$ cat config.mk
export PLATFORM = sky130hd
export DESIGN_NAME = yolo_frame_sched
export DESIGN_NICKNAME = d
export VERILOG_FILES = /design/src/rtl/yolo_sched_pkg.sv /design/src/rtl/yolo_sched_id_fifo.sv /design/src/rtl/yolo_frame_sched.sv
export SDC_FILE = /design/constraint.sdc
export NUM_CORES = 1
export LEC_CHECK = 0
export ABC_AREA = 1
export CAP_MARGIN = 20
export CORE_MARGIN = 10
export CORE_UTILIZATION = 30
export CTS_BUF_LIST = sky130_fd_sc_hd__clkbuf_4 sky130_fd_sc_hd__clkbuf_8
export CTS_CLUSTER_DIAMETER = 80
export CTS_CLUSTER_SIZE = 12
export DETAILED_ROUTE_END_ITERATION = 6
export SLEW_MARGIN = 15
export SYNTH_ARGS = -nofsm -noshare
export SYNTH_HDL_FRONTEND = slang
export SYNTH_HIERARCHICAL = 1
export SYNTH_SLANG_ARGS = --single-unit
$ cat constraint.sdc
create_clock -name clk -period 2.2 [get_ports clk]
set_input_delay 0.55 -clock clk [delete_from_list [all_inputs] [get_ports clk]]
set_output_delay 0.55 -clock clk [all_outputs]
set_load 0.02 [all_outputs]
$ cat src/rtl/yolo_sched_pkg.sv
// yolo_sched_pkg
// Shared types and constants for the YOLO frame scheduler.
//   sched_state_t : scheduler FSM states (IDLE between frames, STREAM while
//                   a granted source owns the accelerator input)
//   pixel_t       : one 24-bit RGB pixel
//   YOLO_*        : native 416x416 frame geometry and the detection count
//                   (13x13 grid, 2 anchors) that retires one frame
//   cnt_w()       : counter width for a terminal count n, never below 1 bit
package yolo_sched_pkg;

  typedef enum logic {IDLE, STREAM} sched_state_t;

  typedef logic [23:0] pixel_t;

  localparam int YOLO_W    = 416;
  localparam int YOLO_H    = 416;
  localparam int YOLO_DETS = 338;

  function automatic int cnt_w(input int n);
    return (n > 1) ? $clog2(n) : 1;
  endfunction

endpackage

$ cat src/rtl/yolo_sched_id_fifo.sv
// yolo_sched_id_fifo
// Small synchronous FIFO that remembers which source (0/1) each in-flight
// frame came from, so retirements can be attributed in grant order.
// Ports:
//   clk, rst  : clock, asynchronous active-high reset
//   push_i    : write din_i (ignored when full and not popping)
//   pop_i     : drop the head entry (ignored when empty)
//   flush_i   : discard every entry; wins over push/pop
//   din_i     : source id to store
//   dout_o    : source id at the head (valid while !empty_o)
//   empty_o   : no entries stored
//   full_o    : DEPTH entries stored
module yolo_sched_id_fifo
  import yolo_sched_pkg::*;
#(
  parameter int DEPTH = 2
) (
  input  logic clk,
  input  logic rst,
  input  logic push_i,
  input  logic pop_i,
  input  logic flush_i,
  input  logic din_i,
  output logic dout_o,
  output logic empty_o,
  output logic full_o
);

  localparam int PTR_W = cnt_w(DEPTH);
  localparam int CNT_W = $clog2(DEPTH + 1);

  logic [DEPTH-1:0] mem_q;
  logic [PTR_W-1:0] rd_ptr_q, wr_ptr_q;
  logic [CNT_W-1:0] count_q;
  logic             do_push, do_pop;

  assign empty_o = (count_q == '0);
  assign full_o  = (count_q == CNT_W'(DEPTH));
  assign dout_o  = mem_q[rd_ptr_q];

  // A push into a full FIFO is allowed only when the head leaves the same cycle.
  assign do_pop  = pop_i && !empty_o;
  assign do_push = push_i && (!full_o || do_pop);

  function automatic logic [PTR_W-1:0] inc_ptr(input logic [PTR_W-1:0] p);
    return (p == PTR_W'(DEPTH - 1)) ? '0 : p + PTR_W'(1);
  endfunction

  // Storage, pointers and occupancy; a flush empties the FIFO outright.
  always_ff @(posedge clk or posedge rst) begin
    if (rst) begin
      mem_q    <= '0;
      rd_ptr_q <= '0;
      wr_ptr_q <= '0;
      count_q  <= '0;
    end else if (flush_i) begin
      rd_ptr_q <= '0;
      wr_ptr_q <= '0;
      count_q  <= '0;
    end else begin
      if (do_push) begin
        mem_q[wr_ptr_q] <= din_i;
        wr_ptr_q        <= inc_ptr(wr_ptr_q);
      end
      if (do_pop) begin
        rd_ptr_q <= inc_ptr(rd_ptr_q);
      end
      count_q <= count_q + CNT_W'(do_push) - CNT_W'(do_pop);
    end
  end

endmodule

$ cat src/rtl/yolo_frame_sched.sv
// yolo_frame_sched
// Frame-level round-robin scheduler feeding one FINN/YOLO accelerator stream
// from two RGB pixel sources. A source owns the output for a whole frame;
// frames are retired by counting yolo_post detections, and the number of
// frames in flight is capped.
// Optional feature: define YOLO_SCHED_TIMEOUT_EN to build the watchdog that
// flushes in-flight bookkeeping when detections stop arriving.
// Ports:
//   clk, rst            : clock, asynchronous active-high reset
//   s0_* / s1_*         : AXI-stream pixel sources (tdata/tvalid/tready)
//   m_tdata/m_tvalid/
//   m_tready            : stream towards the accelerator
//   det_valid           : one detection per high cycle
//   frame_done          : one-cycle pulse when the oldest frame retires
//   frame_done_src      : source id of that frame, valid with frame_done
//   inflight            : frames forwarded but not yet retired
//   det_orphan_err      : sticky, detection seen with nothing in flight
//   timeout_err         : sticky watchdog flag (0 without the watchdog)
module yolo_frame_sched
  import yolo_sched_pkg::*;
#(
  parameter int PIXELS_PER_FRAME = YOLO_W * YOLO_H,
  parameter int DETS_PER_FRAME   = YOLO_DETS,
  parameter int MAX_INFLIGHT     = 2,
  parameter int TIMEOUT_CYCLES   = 2000000
) (
  input  logic                              clk,
  input  logic                              rst,
  input  pixel_t                            s0_tdata,
  input  logic                              s0_tvalid,
  output logic                              s0_tready,
  input  pixel_t                            s1_tdata,
  input  logic                              s1_tvalid,
  output logic                              s1_tready,
  output pixel_t                            m_tdata,
  output logic                              m_tvalid,
  input  logic                              m_tready,
  input  logic                              det_valid,
  output logic                              frame_done,
  output logic                              frame_done_src,
  output logic [$clog2(MAX_INFLIGHT+1)-1:0] inflight,
  output logic                              det_orphan_err,
  output logic                              timeout_err
);

  localparam int PIX_W = cnt_w(PIXELS_PER_FRAME);
  localparam int DET_W = cnt_w(DETS_PER_FRAME);
  localparam int INF_W = $clog2(MAX_INFLIGHT + 1);

  sched_state_t     state_q;
  logic             sel_q, rr_q;
  logic [PIX_W-1:0] pix_cnt_q;
  logic [DET_W-1:0] det_cnt_q, det_cnt_d;
  logic [INF_W-1:0] inflight_q, inflight_d;
  logic             done_q, done_src_q, orphan_q;

  logic streaming, sel_valid, beat, last_beat;
  logic grant, grant_src, det_live, retire, orphan_hit, wd_fire;
  logic fifo_dout, fifo_empty, fifo_full;

  // Arbitration happens only in IDLE; when both sources ask, rr_q breaks the tie.
  assign grant     = (state_q == IDLE) && (inflight_q != INF_W'(MAX_INFLIGHT)) &&
                     !fifo_full && (s0_tvalid || s1_tvalid);
  assign grant_src = (s0_tvalid && s1_tvalid) ? rr_q : s1_tvalid;

  assign streaming = (state_q == STREAM);
  assign sel_valid = sel_q ? s1_tvalid : s0_tvalid;
  assign beat      = streaming && sel_valid && m_tready;
  assign last_beat = beat && (pix_cnt_q == PIX_W'(PIXELS_PER_FRAME - 1));

  assign det_live   = det_valid && (inflight_q != '0);
  assign retire     = det_live && (det_cnt_q == DET_W'(DETS_PER_FRAME - 1)) && !fifo_empty;
  assign orphan_hit = det_valid && (inflight_q == '0);

  // Zero-latency pass-through of the owning source; everything is quiet in IDLE.
  assign m_tdata   = streaming ? (sel_q ? s1_tdata : s0_tdata) : '0;
  assign m_tvalid  = streaming && sel_valid;
  assign s0_tready = streaming && !sel_q && m_tready;
  assign s1_tready = streaming &&  sel_q && m_tready;

  assign frame_done     = done_q;
  assign frame_done_src = done_src_q;
  assign inflight       = inflight_q;
  assign det_orphan_err = orphan_q;

  yolo_sched_id_fifo #(
    .DEPTH (MAX_INFLIGHT)
  ) u_id_fifo (
    .clk     (clk),
    .rst     (rst),
    .push_i  (grant),
    .pop_i   (retire),
    .flush_i (wd_fire),
    .din_i   (grant_src),
    .dout_o  (fifo_dout),
    .empty_o (fifo_empty),
    .full_o  (fifo_full)
  );

  // Frame FSM: a grant takes one IDLE cycle, after which the chosen source
  // keeps the output until its last pixel, even across tvalid gaps.
  always_ff @(posedge clk or posedge rst) begin
    if (rst) begin
      state_q   <= IDLE;
      sel_q     <= 1'b0;
      rr_q      <= 1'b0;
      pix_cnt_q <= '0;
    end else begin
      case (state_q)
        IDLE: begin
          if (grant) begin
            sel_q     <= grant_src;
            rr_q      <= ~grant_src;
            pix_cnt_q <= '0;
            state_q   <= STREAM;
          end
        end
        STREAM: begin
          if (last_beat) begin
            pix_cnt_q <= '0;
            state_q   <= IDLE;
          end else if (beat) begin
            pix_cnt_q <= pix_cnt_q + PIX_W'(1);
          end
        end
        default: state_q <= IDLE;
      endcase
    end
  end

  // Next values for the detection counter and in-flight count. A grant and a
  // retirement in the same cycle cancel out; a watchdog flush clears both and
  // drops any grant made in that cycle.
  always_comb begin
    inflight_d = inflight_q;
    det_cnt_d  = det_cnt_q;
    if (wd_fire) begin
      inflight_d = '0;
      det_cnt_d  = '0;
    end else begin
      if (det_live) begin
        det_cnt_d = retire ? '0 : det_cnt_q + DET_W'(1);
      end
      if (grant && !retire) begin
        inflight_d = inflight_q + INF_W'(1);
      end else if (!grant && retire) begin
        inflight_d = inflight_q - INF_W'(1);
      end
    end
  end

  // Retirement bookkeeping; frame_done and its source id are registered so
  // they appear the cycle after the final detection.
  always_ff @(posedge clk or posedge rst) begin
    if (rst) begin
      inflight_q <= '0;
      det_cnt_q  <= '0;
      done_q     <= 1'b0;
      done_src_q <= 1'b0;
      orphan_q   <= 1'b0;
    end else begin
      inflight_q <= inflight_d;
      det_cnt_q  <= det_cnt_d;
      done_q     <= retire;
      done_src_q <= retire ? fifo_dout : 1'b0;
      orphan_q   <= orphan_q | orphan_hit;
    end
  end

`ifdef YOLO_SCHED_TIMEOUT_EN
  localparam int WD_W = cnt_w(TIMEOUT_CYCLES);

  logic [WD_W-1:0] wd_q;
  logic            timeout_q;

  // Fires when frames are outstanding but no detection has arrived for
  // TIMEOUT_CYCLES cycles; a detection on that same cycle wins.
  assign wd_fire     = (inflight_q != '0) && !det_valid &&
                       (wd_q == WD_W'(TIMEOUT_CYCLES - 1));
  assign timeout_err = timeout_q;

  // Watchdog counter: runs only while something is in flight and restarts
  // on every detection.
  always_ff @(posedge clk or posedge rst) begin
    if (rst) begin
      wd_q      <= '0;
      timeout_q <= 1'b0;
    end else begin
      if ((inflight_q == '0) || det_valid || wd_fire) begin
        wd_q <= '0;
      end else begin
        wd_q <= wd_q + WD_W'(1);
      end
      timeout_q <= timeout_q | wd_fire;
    end
  end
`else
  assign wd_fire     = 1'b0;
  assign timeout_err = 1'b0;
`endif

endmodule

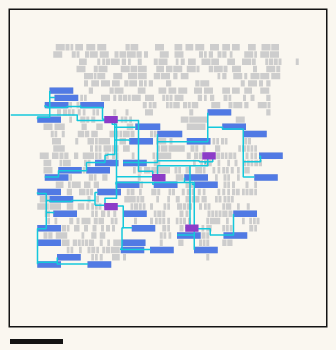
clock_map.png
Bar = 20 um.
- blue: flip-flops (count 41)
- cyan: clock wires (length 638 um)
- purple: cells driving clock nets (count 5)
- routed clock nets: 6
Clock Skews: 0.00519 ns
clock latency reported for the late side of the worst-skew pair: 0.31 ns

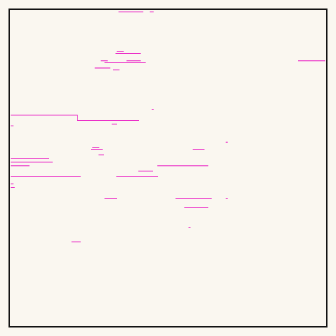
met3.png
- share of all routed wire: 3.0%
- main direction: horizontal
- nets with wire on the layer: 25
- longest straight run: 26.0 um
- wire length on this layer: 260 um

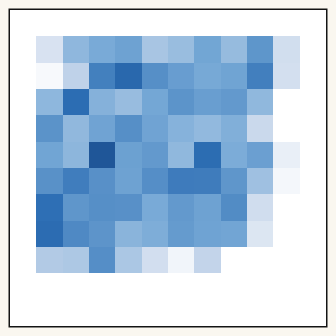
density.png
12 x 12 tiles, from white (low) to dark blue (high), 0 to 100% covered.
- fullest tile: 85%
- nearly empty tiles: 42%
- tiles over 75% full: 3.5%
- emptiest ninth of the die: south-east
- densest ninth of the die: center
- mean over tiles: 28%
utilization after layout: 43.9%
starting density of the core: 31.2%
Core Footprint: 9370 um^2

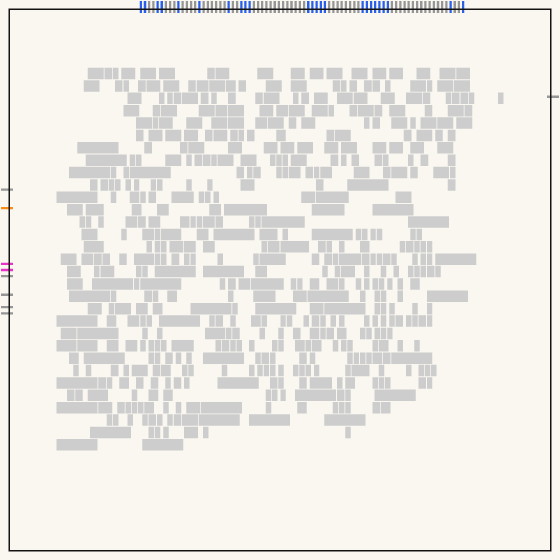
pins.png
Pins as bars across the die edge, other pins in gray.
- blue: m_tdata (pins 24; direction output; edge north)
- orange: rst (pins 1; direction input; edge west)
- magenta: inflight (pins 2; direction output; edge west)
die extent in x: 119 um
Port Buffer Count: 85
y dimension of the die: 119 um

==> impl_metrics.json <==
{
  "tool_warnings": 27,
  "fraction_of_final_layout_cells_with_drive_strength_greater_than_1_pct": 10.6,
  "synth-simple-area-share_pct": 43.9,
  "met2RoutedLength_um": 4650,
  "hold_depth": 1,
  "topCombFamilyByArea": "simple AND/OR/NAND/NOR gates",
  "route.layer.met1.wl_um": 3740,
  "post-cts-setup-buffer-count": 0,
  "use_met2_pct": 21.6,
  "power_frac_seq_pct": 51.2,
  "timing.hold.ws_ns": 0.475,
  "dominant_cell_by_count_in_the_synthesized_netlist": "nand2_1",
  "seqCellArea_um2": 1030,
  "edf_count": 0,
  "setup.worst_path.class": "primary input to output pin",
  "antenna_violating_nets_left": 0,
  "detail_route.drc_violations": 0,
  "n_all_inverters": 58,
  "fill_cells": 1020,
  "run_status": "finished clean",
  "power_per_cell_area_nw_per_um2": 414,
  "detail_route.vias_per_cell": 4.56,
  "cts.root.buffer_cell": "clkbuf_8",
  "hold_buffers": 0,
  "insertedDiodeCount": 0,
  "largestClassByArea": "combinational gates",
  "gr-usage-met3_pct": 2.24,
  "timing.final.setup_violations": 0,
  "post-synth-top-area-fraction_pct": 35.1,
  "max-clock-path-buffers": 2,
  "numSequentialCells": 41,
  "power_leader": "sequential cells",
  "grt_setup_unrepaired": "no",
  "maxClockFrequency_mhz": 473,
  "grt_remaining_overflow": 0,
  "rows": 35
}
[final timing paths]
check | startpoint | end | slack (ns)
worst min register to register | det_cnt_q[7] | det_cnt_q[7] | 0.48
max in group asynchronous | rst | state_q | 1.31
worst max-delay path | s1_tvalid | m_tvalid | 0.08
worst min-delay path | det_cnt_q[7] | det_cnt_q[7] | 0.48
min in group asynchronous | rst | u_id_fifo/mem_q[0] | 0.50
worst max register to register | det_cnt_q[1] | u_id_fifo/count_q[1] | 0.21
[cells in the final DEF (no fill, tap or decap), drive strengths merged]
cell type,Yosys,layout
a31o,1,1
mux2,1,1
dlymetal6s2s,0,1
xnor2,1,1
o21bai,2,2
o21ai,10,10
clkdlybuf4s50,0,57
conb,1,3
nand2,133,133
clkinv,0,3
nor3,4,4
dlygate4sd2,0,27
xor2,6,6
clkbuf,7,5
dfrtp,41,41
nand4,16,16
buf,9,24
o22ai,1,1
ha,6,6
nand3,77,77
nor3b,1,1
inv,58,58
nor2,54,54
a21oi,8,8
[through the flow]
step	util (%)	TNS [ns]
2_1_floorplan	-	0
3_3_place_gp	43.2	-3.73
3_5_place_dp	43.2	-3.88
4_1_cts	43.9	0
5_1_grt	43.9	0
6_report	43.9	0
[registers in the layout, indices dropped and copies added (netlist names)]
name,count
frame_done_src,1
state_q,1
rr_q,1
det_orphan_err,1
u_id_fifo/mem_q,2
sel_q,1
u_id_fifo/wr_ptr_q,1
inflight,2
u_id_fifo/count_q,2
det_cnt_q,9
pix_cnt_q,18
frame_done,1
u_id_fifo/rd_ptr_q,1
[critical path, stage by stage]
cell and delay (ns):
clkdlybuf4s50_1 0.49, nand3_1 0.10, nand2_2 0.09, dlygate4sd2_1 0.34
